--- src/rtl/sfifo_ext_if.sv ---
// -----------------------------------------------------------------------------
// sfifo_ext_if -- handshake/data bundle for the sfifo_ext single-clock FIFO.
//
// master modport (producer/consumer side) drives:
//   flush, w_en, data_in, r_en, clr_err
// slave modport (the FIFO) drives:
//   data_out, full, empty, almost_full, almost_empty, count, overflow, underflow
//
// Parameters must match the sfifo_ext instance the bundle is attached to.
// -----------------------------------------------------------------------------
interface sfifo_ext_if #(
  parameter int DATA_WIDTH = 8,
  parameter int ADDR_WIDTH = 7
) ();

  logic                  flush;
  logic                  w_en;
  logic [DATA_WIDTH-1:0] data_in;
  logic                  r_en;
  logic                  clr_err;

  logic [DATA_WIDTH-1:0] data_out;
  logic                  full;
  logic                  empty;
  logic                  almost_full;
  logic                  almost_empty;
  logic [ADDR_WIDTH:0]   count;
  logic                  overflow;
  logic                  underflow;

  modport master (
    output flush, w_en, data_in, r_en, clr_err,
    input  data_out, full, empty, almost_full, almost_empty, count,
           overflow, underflow
  );

  modport slave (
    input  flush, w_en, data_in, r_en, clr_err,
    output data_out, full, empty, almost_full, almost_empty, count,
           overflow, underflow
  );

endinterface : sfifo_ext_if

--- src/rtl/sfifo_ext.sv ---
// -----------------------------------------------------------------------------
// sfifo_ext -- single-clock FIFO with selectable standard / first-word-fall-
// through read mode, almost-full / almost-empty thresholds, sticky overflow /
// underflow flags, synchronous flush, and read+write accepted while full.
//
// Ports:
//   clk      : clock, rising edge
//   rst_n    : asynchronous active-low reset (pointers, count, flags, data_out)
//   io_fifo  : sfifo_ext_if.slave bundle
//     flush        in   synchronous clear of contents (priority over w_en/r_en)
//     w_en/data_in in   write request and data
//     r_en         in   read request (pop/acknowledge in FWFT mode)
//     clr_err      in   clears the sticky error flags (a new error wins)
//     data_out     out  read data (registered in standard mode, head word in FWFT)
//     full/empty/almost_full/almost_empty  out  decoded from count
//     count        out  number of stored words, 0..DEPTH
//     overflow/underflow  out  sticky rejected-write / rejected-read flags
//
// All DEPTH = 2**ADDR_WIDTH entries are usable; a separate count register
// disambiguates full from empty when the pointers are equal.
// -----------------------------------------------------------------------------
module sfifo_ext #(
  parameter int DATA_WIDTH = 8,
  parameter int ADDR_WIDTH = 7,
  parameter int FWFT       = 0,
  parameter int AF_LEVEL   = (1 << ADDR_WIDTH) - 2,
  parameter int AE_LEVEL   = 2
) (
  input  logic         clk,
  input  logic         rst_n,
  sfifo_ext_if.slave   io_fifo
);

  localparam int DEPTH = 1 << ADDR_WIDTH;

  localparam logic [ADDR_WIDTH:0] LP_DEPTH = (ADDR_WIDTH + 1)'(DEPTH);
  localparam logic [ADDR_WIDTH:0] LP_AF    = (ADDR_WIDTH + 1)'(AF_LEVEL);
  localparam logic [ADDR_WIDTH:0] LP_AE    = (ADDR_WIDTH + 1)'(AE_LEVEL);
  localparam logic [ADDR_WIDTH:0] LP_ONE_C = (ADDR_WIDTH + 1)'(1);
  localparam logic [ADDR_WIDTH-1:0] LP_ONE_P = ADDR_WIDTH'(1);

  // ---------------------------------------------------------------------------
  // State
  // ---------------------------------------------------------------------------
  logic [DATA_WIDTH-1:0] r_mem [DEPTH];
  logic [ADDR_WIDTH-1:0] r_w_addr;
  logic [ADDR_WIDTH-1:0] r_r_addr;
  logic [ADDR_WIDTH:0]   r_count;
  logic                  r_overflow;
  logic                  r_underflow;

  // ---------------------------------------------------------------------------
  // Status decode and accept logic
  // ---------------------------------------------------------------------------
  logic w_full;
  logic w_empty;
  logic w_rd_ok;
  logic w_wr_ok;
  logic w_rd_fire;
  logic w_wr_fire;
  logic w_wr_err;
  logic w_rd_err;

  assign w_full  = (r_count == LP_DEPTH);
  assign w_empty = (r_count == '0);

  // A write into a full FIFO is still accepted when a read frees a slot in
  // the same cycle, so wr_ok depends on rd_ok.
  assign w_rd_ok = io_fifo.r_en & ~w_empty;
  assign w_wr_ok = io_fifo.w_en & (~w_full | w_rd_ok);

  // Flush swallows both requests: nothing moves and no error is raised.
  assign w_rd_fire = w_rd_ok & ~io_fifo.flush;
  assign w_wr_fire = w_wr_ok & ~io_fifo.flush;
  assign w_rd_err  = io_fifo.r_en & ~w_rd_ok & ~io_fifo.flush;
  assign w_wr_err  = io_fifo.w_en & ~w_wr_ok & ~io_fifo.flush;

  // ---------------------------------------------------------------------------
  // Pointers and occupancy
  // ---------------------------------------------------------------------------
  // NOTE: sequential state uses non-blocking assignments so every register
  // samples the pre-edge values, independent of statement order.
  always_ff @(posedge clk or negedge rst_n) begin
    if (!rst_n) begin
      r_w_addr <= '0;
      r_r_addr <= '0;
      r_count  <= '0;
    end else if (io_fifo.flush) begin
      r_w_addr <= '0;
      r_r_addr <= '0;
      r_count  <= '0;
    end else begin
      if (w_wr_fire) r_w_addr <= r_w_addr + LP_ONE_P;
      if (w_rd_fire) r_r_addr <= r_r_addr + LP_ONE_P;
      unique case ({w_wr_fire, w_rd_fire})
        2'b10:   r_count <= r_count + LP_ONE_C;
        2'b01:   r_count <= r_count - LP_ONE_C;
        default: r_count <= r_count;
      endcase
    end
  end

  // ---------------------------------------------------------------------------
  // Storage
  // ---------------------------------------------------------------------------
  // NOTE: the array has no reset; stale words are unreachable because the
  // pointers and count are reset, and leaving it out keeps it a plain RAM.
  always_ff @(posedge clk) begin
    if (w_wr_fire) r_mem[r_w_addr] <= io_fifo.data_in;
  end

  // ---------------------------------------------------------------------------
  // Sticky error flags: a new error in the same cycle as clr_err wins.
  // ---------------------------------------------------------------------------
  always_ff @(posedge clk or negedge rst_n) begin
    if (!rst_n) begin
      r_overflow  <= 1'b0;
      r_underflow <= 1'b0;
    end else begin
      if (w_wr_err)             r_overflow <= 1'b1;
      else if (io_fifo.clr_err) r_overflow <= 1'b0;

      if (w_rd_err)             r_underflow <= 1'b1;
      else if (io_fifo.clr_err) r_underflow <= 1'b0;
    end
  end

  // ---------------------------------------------------------------------------
  // Read data path
  // ---------------------------------------------------------------------------
  generate
    if (FWFT == 0) begin : g_std
      // Registered output: one clock of read latency; holds when idle/empty.
      logic [DATA_WIDTH-1:0] r_data_out;

      always_ff @(posedge clk or negedge rst_n) begin
        if (!rst_n) begin
          r_data_out <= '0;
        end else if (io_fifo.flush) begin
          r_data_out <= '0;
        end else if (w_rd_fire) begin
          r_data_out <= r_mem[r_r_addr];
        end
      end

      assign io_fifo.data_out = r_data_out;
    end else begin : g_fwft
      // Head word is presented combinationally; r_en acknowledges it.
      assign io_fifo.data_out = w_empty ? '0 : r_mem[r_r_addr];
    end
  endgenerate

  // ---------------------------------------------------------------------------
  // Status outputs
  // ---------------------------------------------------------------------------
  assign io_fifo.full         = w_full;
  assign io_fifo.empty        = w_empty;
  assign io_fifo.almost_full  = (r_count >= LP_AF);
  assign io_fifo.almost_empty = (r_count <= LP_AE);
  assign io_fifo.count        = r_count;
  assign io_fifo.overflow     = r_overflow;
  assign io_fifo.underflow    = r_underflow;

endmodule : sfifo_ext

--- src/flat_wrapper.sv ---
// flat-port wrapper written by rule: the top's interface ports become plain ports
module sfifo_ext_flat 
#(
  parameter int DATA_WIDTH = 8,
  parameter int ADDR_WIDTH = 7,
  parameter int FWFT       = 0,
  parameter int AF_LEVEL   = (1 << ADDR_WIDTH) - 2,
  parameter int AE_LEVEL   = 2
)
  (clk, rst_n, io_fifo_flush, io_fifo_w_en, io_fifo_data_in, io_fifo_r_en, io_fifo_clr_err, io_fifo_data_out, io_fifo_full, io_fifo_empty, io_fifo_almost_full, io_fifo_almost_empty, io_fifo_count, io_fifo_overflow, io_fifo_underflow);
  sfifo_ext_if #(.DATA_WIDTH(DATA_WIDTH), .ADDR_WIDTH(ADDR_WIDTH)) io_fifo_i ();
  input  logic clk;
  input  logic rst_n;
  input wire logic [$bits(io_fifo_i.flush)-1:0] io_fifo_flush;
  input wire logic [$bits(io_fifo_i.w_en)-1:0] io_fifo_w_en;
  input wire logic [$bits(io_fifo_i.data_in)-1:0] io_fifo_data_in;
  input wire logic [$bits(io_fifo_i.r_en)-1:0] io_fifo_r_en;
  input wire logic [$bits(io_fifo_i.clr_err)-1:0] io_fifo_clr_err;
  output wire logic [$bits(io_fifo_i.data_out)-1:0] io_fifo_data_out;
  output wire logic [$bits(io_fifo_i.full)-1:0] io_fifo_full;
  output wire logic [$bits(io_fifo_i.empty)-1:0] io_fifo_empty;
  output wire logic [$bits(io_fifo_i.almost_full)-1:0] io_fifo_almost_full;
  output wire logic [$bits(io_fifo_i.almost_empty)-1:0] io_fifo_almost_empty;
  output wire logic [$bits(io_fifo_i.count)-1:0] io_fifo_count;
  output wire logic [$bits(io_fifo_i.overflow)-1:0] io_fifo_overflow;
  output wire logic [$bits(io_fifo_i.underflow)-1:0] io_fifo_underflow;
  assign io_fifo_i.flush = io_fifo_flush;
  assign io_fifo_i.w_en = io_fifo_w_en;
  assign io_fifo_i.data_in = io_fifo_data_in;
  assign io_fifo_i.r_en = io_fifo_r_en;
  assign io_fifo_i.clr_err = io_fifo_clr_err;
  assign io_fifo_data_out = io_fifo_i.data_out;
  assign io_fifo_full = io_fifo_i.full;
  assign io_fifo_empty = io_fifo_i.empty;
  assign io_fifo_almost_full = io_fifo_i.almost_full;
  assign io_fifo_almost_empty = io_fifo_i.almost_empty;
  assign io_fifo_count = io_fifo_i.count;
  assign io_fifo_overflow = io_fifo_i.overflow;
  assign io_fifo_underflow = io_fifo_i.underflow;
  sfifo_ext #(.DATA_WIDTH(DATA_WIDTH), .ADDR_WIDTH(ADDR_WIDTH), .FWFT(FWFT), .AF_LEVEL(AF_LEVEL), .AE_LEVEL(AE_LEVEL)) u_core (.clk(clk), .rst_n(rst_n), .io_fifo(io_fifo_i));
endmodule
--- config.mk ---
export PLATFORM = sky130hd
export DESIGN_NAME = sfifo_ext_flat
export DESIGN_NICKNAME = d
export VERILOG_FILES = /design/src/rtl/sfifo_ext_if.sv /design/src/rtl/sfifo_ext.sv /design/src/flat_wrapper.sv
export SDC_FILE = /design/constraint.sdc
export NUM_CORES = 1
export LEC_CHECK = 0
export CAP_MARGIN = 20
export CORE_UTILIZATION = 35
export CTS_CLUSTER_DIAMETER = 50
export DETAILED_ROUTE_END_ITERATION = 12
export GPL_TIMING_DRIVEN = 0
export PLACE_DENSITY = 0.62
export SYNTH_ARGS = -nofsm -noshare
export SYNTH_HDL_FRONTEND = slang
export SYNTH_SLANG_ARGS = --single-unit
--- constraint.sdc ---
create_clock -name clk -period 2.9 [get_ports clk]
set_input_delay 0.725 -clock clk [delete_from_list [all_inputs] [get_ports clk]]
set_output_delay 0.725 -clock clk [all_outputs]
set_load 0.01 [all_outputs]
**Run 1: power grid**

The bar under the picture is 100 um long. Pins as bars on the die edge. Tap cells in gray.
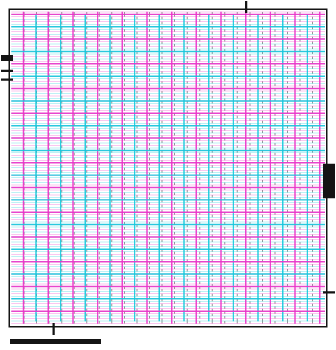
VSS: shown in magenta. VDD: shown in cyan.
25 straps on met4. 36 signal pins sit on the boundary. 1536 tap cells.

**Run 1: placement by cell class**

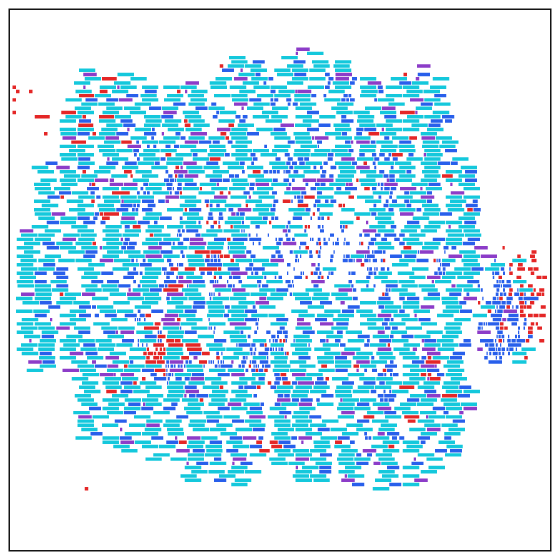
clock drivers and dummy loads: shown in purple, cells 207. flops: shown in cyan, cells 1056. other buffers and delay cells: shown in red, cells 226. combinational and other logic: shown in blue, cells 924.

==> flow_summary.toml, run 1 <==
# synthesis and place-and-route metrics
[final_timing]
period_used_share = 1.03
finalSetupViolations = 10
drv_slew = 0
min_period_ps = 2980
setup_ws_ps = -78.2
tightest_slew_ps = 1030
fmax_mhz = 336

[final_layout]
n_fill_cell = 10203
fin_area_um2 = 50300
final_nets = 2340
logic_area_um2 = 10500

[floorplan]
die_w_um = 348
ios = 36
fp.dieH_um = 348

[setup_path]
reg2reg_slack_ps = -80
crit_path_max_fanout = 10
cp.arrival_ps = 3520
worstSetupPathType = "reg2reg"
cpMaxStageDelayCell = "mux4_2"

[power]
vdd_drop_max_mv = 0.537
pwr_density_cell_nw_per_um2 = 831
comb_power_share = 0.246
swShare = 0.281

[yosys]
async_reset_ff_frac = 0.0303
netlist-cell-type-count = 67
syn_nets = 2118
syn_area_um2 = 41800
ys_top_cells_by_area = "edfxtp_1, mux4_2, mux2i_1, dfrtp_1, nor2_1"
synth_warnings = 0
ys_seq_frac = 0.755
ff_type = "edfxtp_1"

[clock_tree]
post_cts_buffers = 25
clk_pin_slew_worst_paths_ps = 60
cts.path.max_buffers = 3
cts_tree = "built"
cts_hold_buf = 0
cts_buffers = 112
clk_latency_ps = 700
cts_repair_resize_count = 360

[status]
outcome = "complete, but fails checks"
violations = "setup timing"

[global_routing]
grt_pass1_wl_um = 178000
antenna_found_initial = 1
gr-usage-all-layers = 0.212
gr-total-overflow = 0

[route]
vias = 22898
drc_errors = 0

[flow_run]
tool_warnings = 29
cap_violations = 0

[placement]
routabilityCongestion = 1.01
port_buffers = 34
placed_area_um2 = 44500
**Run 1: routed clock nets over the placement**

The bar under the picture is 100 um long.
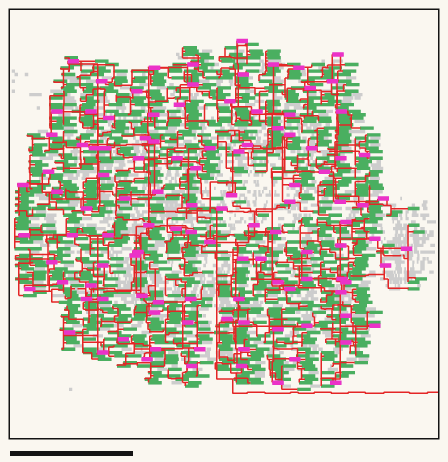
clock drivers: shown in magenta, count 112. flip-flops: shown in green, count 1056. clock wires: shown in red, length 12100 um.
There are 113 routed clock nets.

**Run 1: metal layers overlaid**

The bar under the picture is 100 um long. Only two layers are drawn.
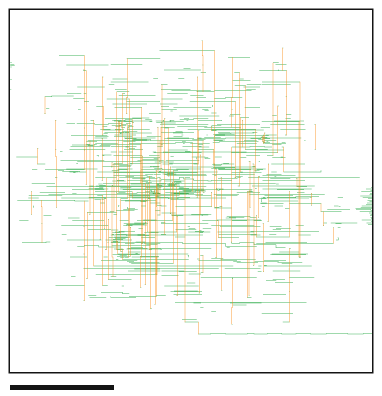
metal 3: shown in green, wire length 12300 um. metal 4: shown in orange, wire length 6440 um.
WL per Instance: 32.6 um
Routed Wire Length: 129000 um

run 1: registers in the layout, summed over array words and instances, names as in the netlist:
register and count:
u_core.r_mem 1024, u_core.io_fifo.overflow 1, u_core.r_r_addr 7, u_core.io_fifo.data_out 8, u_core.io_fifo.count 8, u_core.io_fifo.underflow 1, u_core.r_w_addr 7
run 1: cell usage in the layout (no fill, tap or decap), drive strengths merged, types with 20 or more instances in the layout:
master / count
a21oi: 25
a22oi: 20
buf: 152
clkbuf: 196
clkdlybuf4s50: 21
clkinv: 34
dfrtp: 32
edfxtp: 1024
inv: 25
mux2i: 134
mux4: 216
nand2: 56
nand3: 33
nor2: 173
o21ai: 25
o22ai: 38
run 1: final timing paths:
kind,startpoint,endpoint
min in group clk,u_core.io_fifo.underflow,u_core.io_fifo.underflow
hold reg to reg,u_core.io_fifo.underflow,u_core.io_fifo.underflow
hold / removal,rst_n,u_core.io_fifo.count[4]
max in group asynchronous,rst_n,u_core.r_r_addr[0]
setup / recovery,u_core.r_r_addr[1],u_core.io_fifo.data_out[2]
setup reg to reg,u_core.r_r_addr[1],u_core.io_fifo.data_out[2]
run 1: layer usage:
layer / up-vias / GRT usage / wire, um / share of wire
li1: 9119 / - / - / -
met1: 12136 / 0.287 / 51200 / 0.40
met2: 1361 / 0.328 / 58500 / 0.46
met3: 282 / 0.0471 / 12300 / 0.096
met4: 0 / 0.0919 / 6440 / 0.050
met5: - / 0 / 0 / 0
run 1: power by group through the flow:
stage	clock (mW)	sequential (mW)	combinational, mW
6_report	14.6	17.0	10.3
5_1_grt	15.2	17.0	10.5
4_1_cts	14.7	17.0	9.89
3_5_place_dp	0	17.3	8.62
3_3_place_gp	0	17.4	8.46
2_1_floorplan	0	17.2	5.12
run 1: synth_stat cells (6+ instances only):
cell       number
a22oi_1        20
buf_4           9
dfrtp_1        32
a211oi_1       15
o22ai_1        38
nor3_1         10
nand2_1        55
nor2b_1        18
inv_1          14
o221ai_1       12
clkbuf_1       52
o21ai_0        23
buf_2          25
mux4_2        216
edfxtp_1     1024
nand3_1        33
nand4_1         6
xor2_1          6
ha_1            6
xnor2_1         7
a22o_1         13
a21oi_1        25
or3_1           6
mux2i_1       134
o2111ai_1       6
o311a_1         8
nor2_1        172
a2111oi_0       7
buf_6          22
a31oi_1         8
run 1: logic make-up after synthesis:
group / after synthesis / synth area share
xor+xnor: 13 / 0.00272
simple gates: 329 / 0.0351
fa+ha+maj: 7 / 0.00204
compound gates: 206 / 0.0358
buf+inv: 132 / 0.0195
flops: 1056 / 0.755
mux: 355 / 0.150
run 1: per-stage QoR:
step           total power, mW  setup slack [ps]  utilization  TNS (ps)  instances
2_1_floorplan             22.4              8.70            -         0       2098
3_3_place_gp              25.8             -2650        0.373  -3946240       3668
6_report                  41.8             -78.2        0.426      -233       3949
5_1_grt                   42.7              -106        0.426      -677       3949
3_5_place_dp              25.9             -1770        0.376  -1390600       3692
4_1_cts                   41.6              -142        0.421     -8400       3923
run 1: area by class of cell:
type	count	area share
flip-flops and latches	1056	0.627
multi-input cells	910	0.209
clock buffers	147	0.0601
well taps	1536	0.0382
plain buffers	115	0.0253
repair buffers	111	0.0246
clock inverters	60	0.0143
inverters	14	0.00104
**Run 1: clock routing**

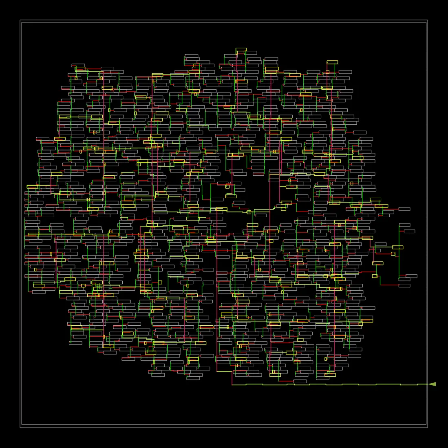

==> run 1 -> run 2 <==
SETUP_SLACK_MARGIN = 0.15   (was default)
**Run 2: clock routing**

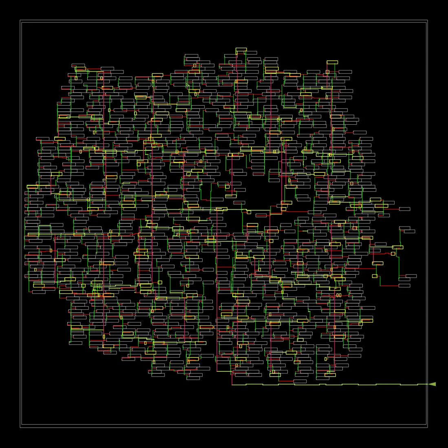
Clock Skew: 32.3 ps
CTS sink count: 1056
Num CTS Buffers: 112
Clk power: 14.6 mW
FF+latch count: 1056

**Run 2: placement by cell class**

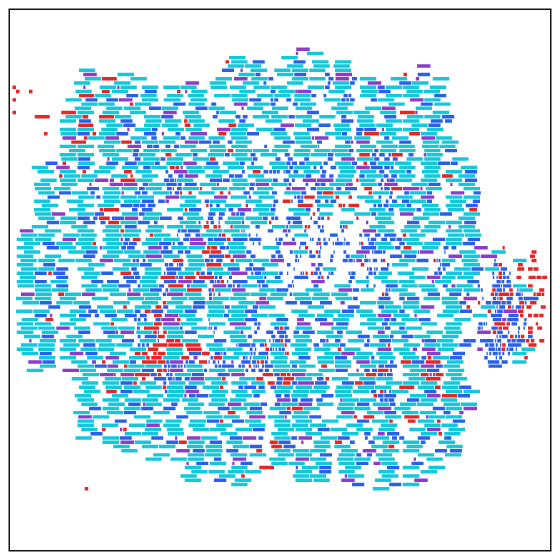
combinational and other logic: shown in blue, cells 924. clock drivers and dummy loads: shown in purple, cells 207. other buffers and delay cells: shown in red, cells 279. flops: shown in cyan, cells 1056.
fin area: 51800 um2
Core Region: 118000 um2
Seq area share: 0.609
Core Util, Final: 0.438

==> run 2 against run 1 <==
  * Fmax fell by 1.8%
  * Wire length rose by 1.6%
  * Utilization rose by 1.3 points
  * Die area did not move
  * Non-clock buffer count rose by 53
  * The flow still finishes with violations (setup timing)
  * Final cell count rose by 1.3%
  * Sequential share of layout area fell by 1.8 points
  * Critical path type is now reg2out
  * Via count rose by 1.6%
  * Design area rose by 3.0%
==> flow_summary.toml, run 2 <==
# synthesis and place-and-route metrics
[route]
antenna_left = 0
wl_met1_um = 50600
wl_met3_um = 13000
wl_met2_um = 60400
drt-initial-drc-count = 3207
drc_errors = 0
dr.pass1.iters = 5
viasPerCell = 5.81
dr.max_layer_used = "met4"

[floorplan]
die_w_um = 348
initCoreUtil = 0.353
rows = 126
fp.dieH_um = 348
ios = 36

[setup_path]
critPathBufInv = 3
cp_slowest_stage_delay_ps = 580
worstSetupPathType = "reg2out"
cp_cell_sequence = "buf_8 -> or4_4 -> buf_6 -> a2111oi_4 -> buf_2"
crit_path_max_fanout = 4
cp.arrival_ps = 2310
critPathCaptureType = "output pin"
crit_family = "simple AND/OR/NAND/NOR gates"
cpMaxStageDelayCell = "or4_4"

[final_layout]
lay_top_count = "edfxtp_1"
largest_reg_flops = 1024
final_nets = 2393
area_growth_pct = 24.0
regMostFlops = "u_core.r_mem"
n_fill_cell = 10037
lay_top_cells = "edfxtp_1, mux4_2, clkbuf_16"
drive_gt1_frac = 0.371

[yosys]
syn_area_um2 = 41800
netlist-cell-type-count = 67
ys_seq_frac = 0.755
edf_count = 1024
ys_top_cells_by_area = "edfxtp_1, mux4_2, mux2i_1, dfrtp_1, nor2_1"
yosysTopAreaCell = "edfxtp_1"
syn-instance-count = 2098
syn_nets = 2118
top_area_frac = 0.736
top_cells_by_count = "edfxtp_1, mux4_2, nor2_1"
async_reset_ff_frac = 0.0303
ys.flops = 1056
top_cell = "edfxtp_1"
ff_type = "edfxtp_1"
synth_warnings = 0
yosys_area_um2 = 41800

[flow_run]
tool_warnings = 30
cap_violations = 0

[clock_tree]
cts_root_buf = "clkbuf_16"
cts_tree = "built"
clk_latency_ps = 710
cts_hold_buf = 0
clk_pin_slew_worst_paths_ps = 60
cts.path.max_buffers = 3

[power]
pwr_density_cell_nw_per_um2 = 829
vdd_drop_max_mv = 0.544

[placement]
pre_cts_slack_ps = -1770
port_buffers = 34
hpwl_um = 85100
placed_area_um2 = 44500
routabilityCongestion = 1.01

[hold_path]
hp-class = "in2async"

[status]
outcome = "complete, but fails checks"
violations = "setup timing"

[final_timing]
finalSetupTns_ps = -901
period_used_share = 1.05
fmax_mhz = 330
setup_ws_ps = -132
min_period_ps = 3030
rsz0062_at_grt = "true"
drv_slew = 0
finalSetupViolations = 20
tightest_slew_ps = 990

[global_routing]
grt_pass1_wl_um = 180000
grt_pass1_vias = 23041
gr-total-overflow = 0
grt_max_degree = 85
antenna_found_initial = 1
**Run 2: metal layers overlaid**

The bar under the picture is 100 um long. Only two layers are drawn.
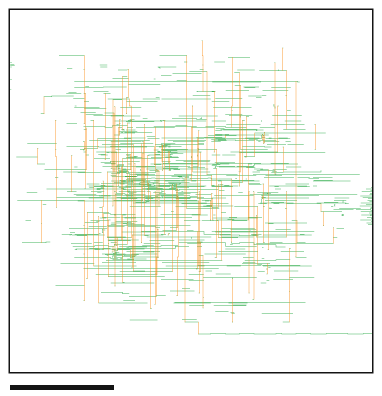
metal 4: shown in orange, wire length 6540 um. metal 3: shown in green, wire length 13000 um.
WL per Instance: 32.6 um
via count: 23270
Routed Wire Length: 131000 um
GRT Total Usage: 0.214

==> run 2: netlist changes by cell type in the layout (fill, tap and decap cells not counted), moves of 6 or more <==
cell,previous run,this run
nor2_1,81,45
nor2_4,55,91
buf_4,64,91
buf_12,17,28
buf_16,20,30
buf_8,21,30
clkbuf_2,21,12
mux2i_1,113,105
buf_2,8,14
o21ai_0,15,9
==> run 2: report_power, final <==
part           total [mW]  internal (mW)  switching [mW]
combinational        11.4           5.42            5.95
clock                14.6           8.55            6.06
sequential           17.0           16.8           0.154
==> run 2: final timing paths <==
kind,start,end,slack (ps),depth (start not counted)
max,u_core.io_fifo.count[4],io_fifo_almost_empty,-130,5
min,rst_n,u_core.io_fifo.count[4],180,1
max reg2reg,u_core.r_r_addr[2],u_core.io_fifo.data_out[2],-70,8
min reg2reg,u_core.io_fifo.underflow,u_core.io_fifo.underflow,500,1
max in group asynchronous,rst_n,u_core.r_r_addr[1],2030,1
min in group clk,u_core.io_fifo.underflow,u_core.io_fifo.underflow,500,1
==> run 2: repair_timing <==
item / CTS / global route
setup buffers: 58 / 41
cloned: 3 / 0
pin swaps: 31 / 65
resized: 473 / 198
hold endpoints to repair: 0 / 0
setup endpoints to repair: 1049 / 589
==> run 2: per-layer routing <==
| layer | vias up | global-route usage |
|---|---|---|
| li1 | 9225 | - |
| met1 | 12365 | 0.286 |
| met2 | 1380 | 0.332 |
| met3 | 300 | 0.0513 |
| met4 | 0 | 0.0972 |
| met5 | - | 0 |
==> run 2: area by class of cell <==
class                      instances  area (um2)  area share
buffer                           118        1500      0.0290
multi-input combinational        910       11200       0.216
tap                             1536        1920      0.0371
inverter                          14        52.6     0.00101
timing repair buffer             161        1830      0.0352
clock inverter                    60         718      0.0139
sequential                      1056       31600       0.609
clock buffer                     147        3030      0.0584
==> run 2: cell families (layout without fill, tap and decap cells) <==
group,Yosys count,count (layout),share of synthesized area
AND/OR/NAND/NOR,329,329,0.0351
flip-flops,1056,1056,0.755
AND-OR/OR-AND,206,206,0.0358
buffers and inverters,132,500,0.0195
XOR/XNOR,13,13,0.00272
adder cells (fa/ha/maj),7,7,0.00204
multiplexers,355,355,0.150
==> run 2: through the flow <==
| stage | power, mW | hold WS (ps) | instances |
|---|---|---|---|
| after global routing | 43.8 | 217 | 4002 |
| after detailed placement | 25.9 | 498 | 3692 |
| after floorplan | 22.4 | 429 | 2098 |
| after CTS | 42.3 | 157 | 3960 |
| after global placement | 25.8 | 485 | 3668 |
| final | 42.9 | 182 | 4002 |
Power is estimated from default activity; no workload was simulated.
